### src/rtl/mmc1_cpu_write_filter.sv
// MMC1 CPU-bus front end: synchronizes the asynchronous Famicom CPU bus,
// detects complete M2 cycles and forwards mapper writes as single-clock
// strobes. A mapper write in the cycle right after another mapper write
// (6502 read-modify-write) is dropped rather than forwarded.
module mmc1_cpu_write_filter #(
  parameter int unsigned SYNC_STAGES    = 2,
  parameter int unsigned GLITCH_CYCLES  = 2,
  parameter int unsigned TIMEOUT_CYCLES = 64
) (
  input  logic       clk_i,
  input  logic       rst_i,
  input  logic       cpu_m2_i,
  input  logic       ncpu_romsel_i,
  input  logic       ncpu_rw_i,
  input  logic       cpu_a14_i,
  input  logic       cpu_a13_i,
  input  logic       cpu_d7_i,
  input  logic       cpu_d0_i,
  output logic       wr_stb_o,
  output logic [1:0] wr_reg_o,
  output logic       wr_d0_o,
  output logic       wr_d7_o,
  output logic       wr_drop_o,
  output logic       m2_timeout_o
);

  localparam int unsigned NIN = 7;
  localparam int unsigned GW  = (GLITCH_CYCLES > 1) ? $clog2(GLITCH_CYCLES) : 1;
  localparam int unsigned TW  = $clog2(TIMEOUT_CYCLES) + 1;
  // Bit order {m2, romsel_n, rw_n, a14, a13, d7, d0}; bus-idle levels.
  localparam logic [NIN-1:0] SYNC_RST = 7'b0110000;

  typedef enum logic [1:0] {
    ST_LOW  = 2'd0,
    ST_HIGH = 2'd1,
    ST_EMIT = 2'd2
  } state_e;

  logic [SYNC_STAGES-1:0][NIN-1:0] sync_q;
  logic [NIN-1:0] async_in;
  logic [NIN-1:0] sync_s;
  logic           m2_s, romsel_n_s, rw_n_s, a14_s, a13_s, d7_s, d0_s;
  logic           wr_cond;

  logic           m2_filt_q;
  logic           m2_rise_q;
  logic [GW-1:0]  gcnt_q;

  state_e         state_q;
  logic [TW-1:0]  to_cnt_q;
  logic           cap_wr_q, cap_a14_q, cap_a13_q, cap_d7_q, cap_d0_q;
  logic           prev_wr_q;
  logic           wr_stb_q, wr_drop_q, m2_timeout_q;
  logic [1:0]     wr_reg_q;
  logic           wr_d0_q, wr_d7_q;

  assign async_in = {cpu_m2_i, ncpu_romsel_i, ncpu_rw_i, cpu_a14_i, cpu_a13_i,
                     cpu_d7_i, cpu_d0_i};
  assign sync_s   = sync_q[SYNC_STAGES-1];
  assign {m2_s, romsel_n_s, rw_n_s, a14_s, a13_s, d7_s, d0_s} = sync_s;
  assign wr_cond  = !romsel_n_s && !rw_n_s;

  // Input synchronizer chains, all the same depth so bus signals stay aligned.
  always_ff @(posedge clk_i) begin
    if (rst_i) begin
      sync_q <= {SYNC_STAGES{SYNC_RST}};
    end else begin
      sync_q <= {sync_q[SYNC_STAGES-2:0], async_in};
    end
  end

  // M2 deglitch: a new level must persist GLITCH_CYCLES samples to be accepted.
  always_ff @(posedge clk_i) begin
    if (rst_i) begin
      m2_filt_q <= 1'b0;
      m2_rise_q <= 1'b0;
      gcnt_q    <= '0;
    end else begin
      m2_rise_q <= 1'b0;
      if (m2_s != m2_filt_q) begin
        if (gcnt_q == GW'(GLITCH_CYCLES - 1)) begin
          m2_filt_q <= m2_s;
          m2_rise_q <= m2_s;
          gcnt_q    <= '0;
        end else begin
          gcnt_q <= gcnt_q + GW'(1);
        end
      end else begin
        gcnt_q <= '0;
      end
    end
  end

  // Cycle FSM: capture during the high phase, decide strobe/drop after the fall.
  always_ff @(posedge clk_i) begin
    if (rst_i) begin
      state_q      <= ST_LOW;
      to_cnt_q     <= '0;
      cap_wr_q     <= 1'b0;
      cap_a14_q    <= 1'b0;
      cap_a13_q    <= 1'b0;
      cap_d7_q     <= 1'b0;
      cap_d0_q     <= 1'b0;
      prev_wr_q    <= 1'b0;
      wr_stb_q     <= 1'b0;
      wr_drop_q    <= 1'b0;
      m2_timeout_q <= 1'b0;
      wr_reg_q     <= 2'b00;
      wr_d0_q      <= 1'b0;
      wr_d7_q      <= 1'b0;
    end else begin
      wr_stb_q     <= 1'b0;
      wr_drop_q    <= 1'b0;
      m2_timeout_q <= 1'b0;
      case (state_q)
        ST_LOW: begin
          cap_wr_q <= 1'b0;
          to_cnt_q <= '0;
          if (m2_rise_q) begin
            state_q <= ST_HIGH;
          end
        end
        ST_HIGH: begin
          // Sticky write flag; data follows the last qualifying sample.
          if (m2_s && wr_cond) begin
            cap_wr_q  <= 1'b1;
            cap_a14_q <= a14_s;
            cap_a13_q <= a13_s;
            cap_d7_q  <= d7_s;
            cap_d0_q  <= d0_s;
          end
          if (!m2_filt_q) begin
            state_q <= ST_EMIT;
          end else if (to_cnt_q == TW'(TIMEOUT_CYCLES - 1)) begin
            state_q      <= ST_LOW;
            m2_timeout_q <= 1'b1;
            prev_wr_q    <= 1'b0;
          end else begin
            to_cnt_q <= to_cnt_q + TW'(1);
          end
        end
        ST_EMIT: begin
          if (cap_wr_q && !prev_wr_q) begin
            wr_stb_q <= 1'b1;
            wr_reg_q <= {cap_a14_q, cap_a13_q};
            wr_d0_q  <= cap_d0_q;
            wr_d7_q  <= cap_d7_q;
          end else if (cap_wr_q) begin
            wr_drop_q <= 1'b1;
          end
          prev_wr_q <= cap_wr_q;
          state_q   <= ST_LOW;
        end
        default: begin
          state_q <= ST_LOW;
        end
      endcase
    end
  end

  assign wr_stb_o     = wr_stb_q;
  assign wr_drop_o    = wr_drop_q;
  assign m2_timeout_o = m2_timeout_q;
  assign wr_reg_o     = wr_reg_q;
  assign wr_d0_o      = wr_d0_q;
  assign wr_d7_o      = wr_d7_q;

endmodule

### config.mk
export PLATFORM = sky130hd
export DESIGN_NAME = mmc1_cpu_write_filter
export DESIGN_NICKNAME = d
export VERILOG_FILES = /design/src/rtl/mmc1_cpu_write_filter.sv
export SDC_FILE = /design/constraint.sdc
export NUM_CORES = 1
export LEC_CHECK = 0
export ABC_AREA = 1
export CORE_MARGIN = 2
export CORE_UTILIZATION = 35
export CTS_CLUSTER_DIAMETER = 60
export DETAILED_ROUTE_END_ITERATION = 10
export GPL_TIMING_DRIVEN = 0
export HOLD_SLACK_MARGIN = 0.08
export PLACE_DENSITY = 0.54
export SYNTH_ARGS = -nofsm -noshare
export SYNTH_HDL_FRONTEND = slang
export SYNTH_SLANG_ARGS = --single-unit
export TNS_END_PERCENT = 5
### constraint.sdc
create_clock -name clk_i -period 1.3 [get_ports clk_i]
set_input_delay 0.26 -clock clk_i [delete_from_list [all_inputs] [get_ports clk_i]]
set_output_delay 0.26 -clock clk_i [all_outputs]
set_load 0.05 [all_outputs]
power_grid.png
Drawn at 6 px/um. Pins as bars on the die edge.
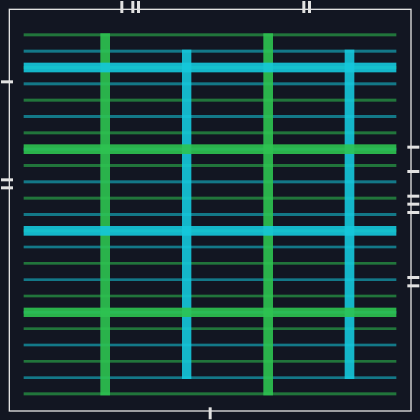
Cyan shows VDD. Green shows VSS.
4 straps on met4. 4 straps on met5. 16 signal pins sit on the boundary. 23 met1 rails follow the rows.
Die Width: 66.7 um
Peak supply drop: 0.532 mV

placement_by_type.png
Drawn at 4 px/um. Fill, decap, tap and diode cells in grey.
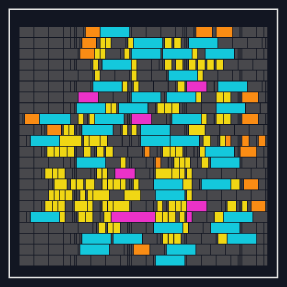
Orange shows remaining buffers and delay cells, cells 18, share of their area 9.7%. Cyan shows sequential cells, cells 39, share of their area 48%. Yellow shows combinational and other logic, cells 123, share of their area 36%. Magenta shows clock drivers and dummy loads, cells 7, share of their area 6.3%.
Core Box Area: 3720 um2
Final Util: 45.7%
row count: 22

==> metrics.cfg <==
[logic_synthesis]
yosysWarnings=0
top_area_share_pct=56.7
yosysChipArea_um2=1380
synth-simple-area-share_pct=21.9
synthDistinctLibCells=20
top_cells_by_area=dfxtp_1 57%, a21oi_1 6.5%, inv_1 6.0%, nor2_1 6.0%, nand2_1 5.2%
fp_nets=176
ys_sh_xor_pct=1.27

[timing]
finalCritPeriodShare_pct=95.8

[status]
status=completed

[final_layout]
buffers=18
seq_area_um2=783

[clocking]
cts_tree=built
clk_path_buf_depth=2

[worst_setup_path]
worstPathArrival_ns=0.99

[drt]
wl_met3_um=161
drc_errors=0

[pwr]
p_leak_nw=0.642

[global_route]
grt_pass1_wl_mm=3.97
grt_pass1_vias=930

layer usage:
layer / vias up / global-route usage [%]
li1: 565 / -
met1: 447 / 14.3
met2: 21 / 18.8
met3: 6 / 5.57
met4: 0 / 4.59
met5: - / 0
worst reg2reg max path: stages (launching register included):
cell and delay, ns:
dfxtp_2 0.35, ha_2 0.21, nand3_1 0.16, nor2_4 0.16, nor2_4 0.06, o21ai_0 0.14
nor2_1 0.05
metrics by stage:
stage	instances	util, %
finish	235	45.7
global route	235	45.7
CTS	235	45.5
detailed placement	228	42.4
global placement	228	42.4
floorplan	166	-
flip-flops by register name, summed over array words and instances, names as in the netlist:
| register | cells |
|---|---|
| gcnt_q | 1 |
| wr_drop_o | 1 |
| m2_timeout_o | 1 |
| cap_wr_q | 1 |
| state_q | 2 |
| wr_stb_o | 1 |
| cap_a14_q | 1 |
| to_cnt_q | 7 |
| wr_d7_o | 1 |
| wr_d0_o | 1 |
| cap_d0_q | 1 |
| cap_a13_q | 1 |
| m2_rise_q | 1 |
| cap_d7_q | 1 |
| sync_q | 7 |
| wr_reg_o | 2 |
| m2_filt_q | 1 |
| prev_wr_q | 1 |
| sync_s | 7 |
synthesized netlist by cell type:
cell type,n
nand3_1,11
nor2_4,3
clkbuf_1,2
nand2_2,1
nor3_1,3
a21oi_1,18
buf_1,1
ha_1,1
nand4_1,2
inv_2,2
inv_1,22
buf_2,1
a21boi_0,1
nor2_1,22
nand2_1,19
o21ai_0,12
or2_2,4
dfxtp_1,39
xor2_1,1
xnor2_1,1
what timing repair did:
action,4_1_cts,5_1_grt
endpoints found under the setup margin,15,11
hold buffers,0,0
resized,22,6
setup buffers,0,0
pin swaps,1,0
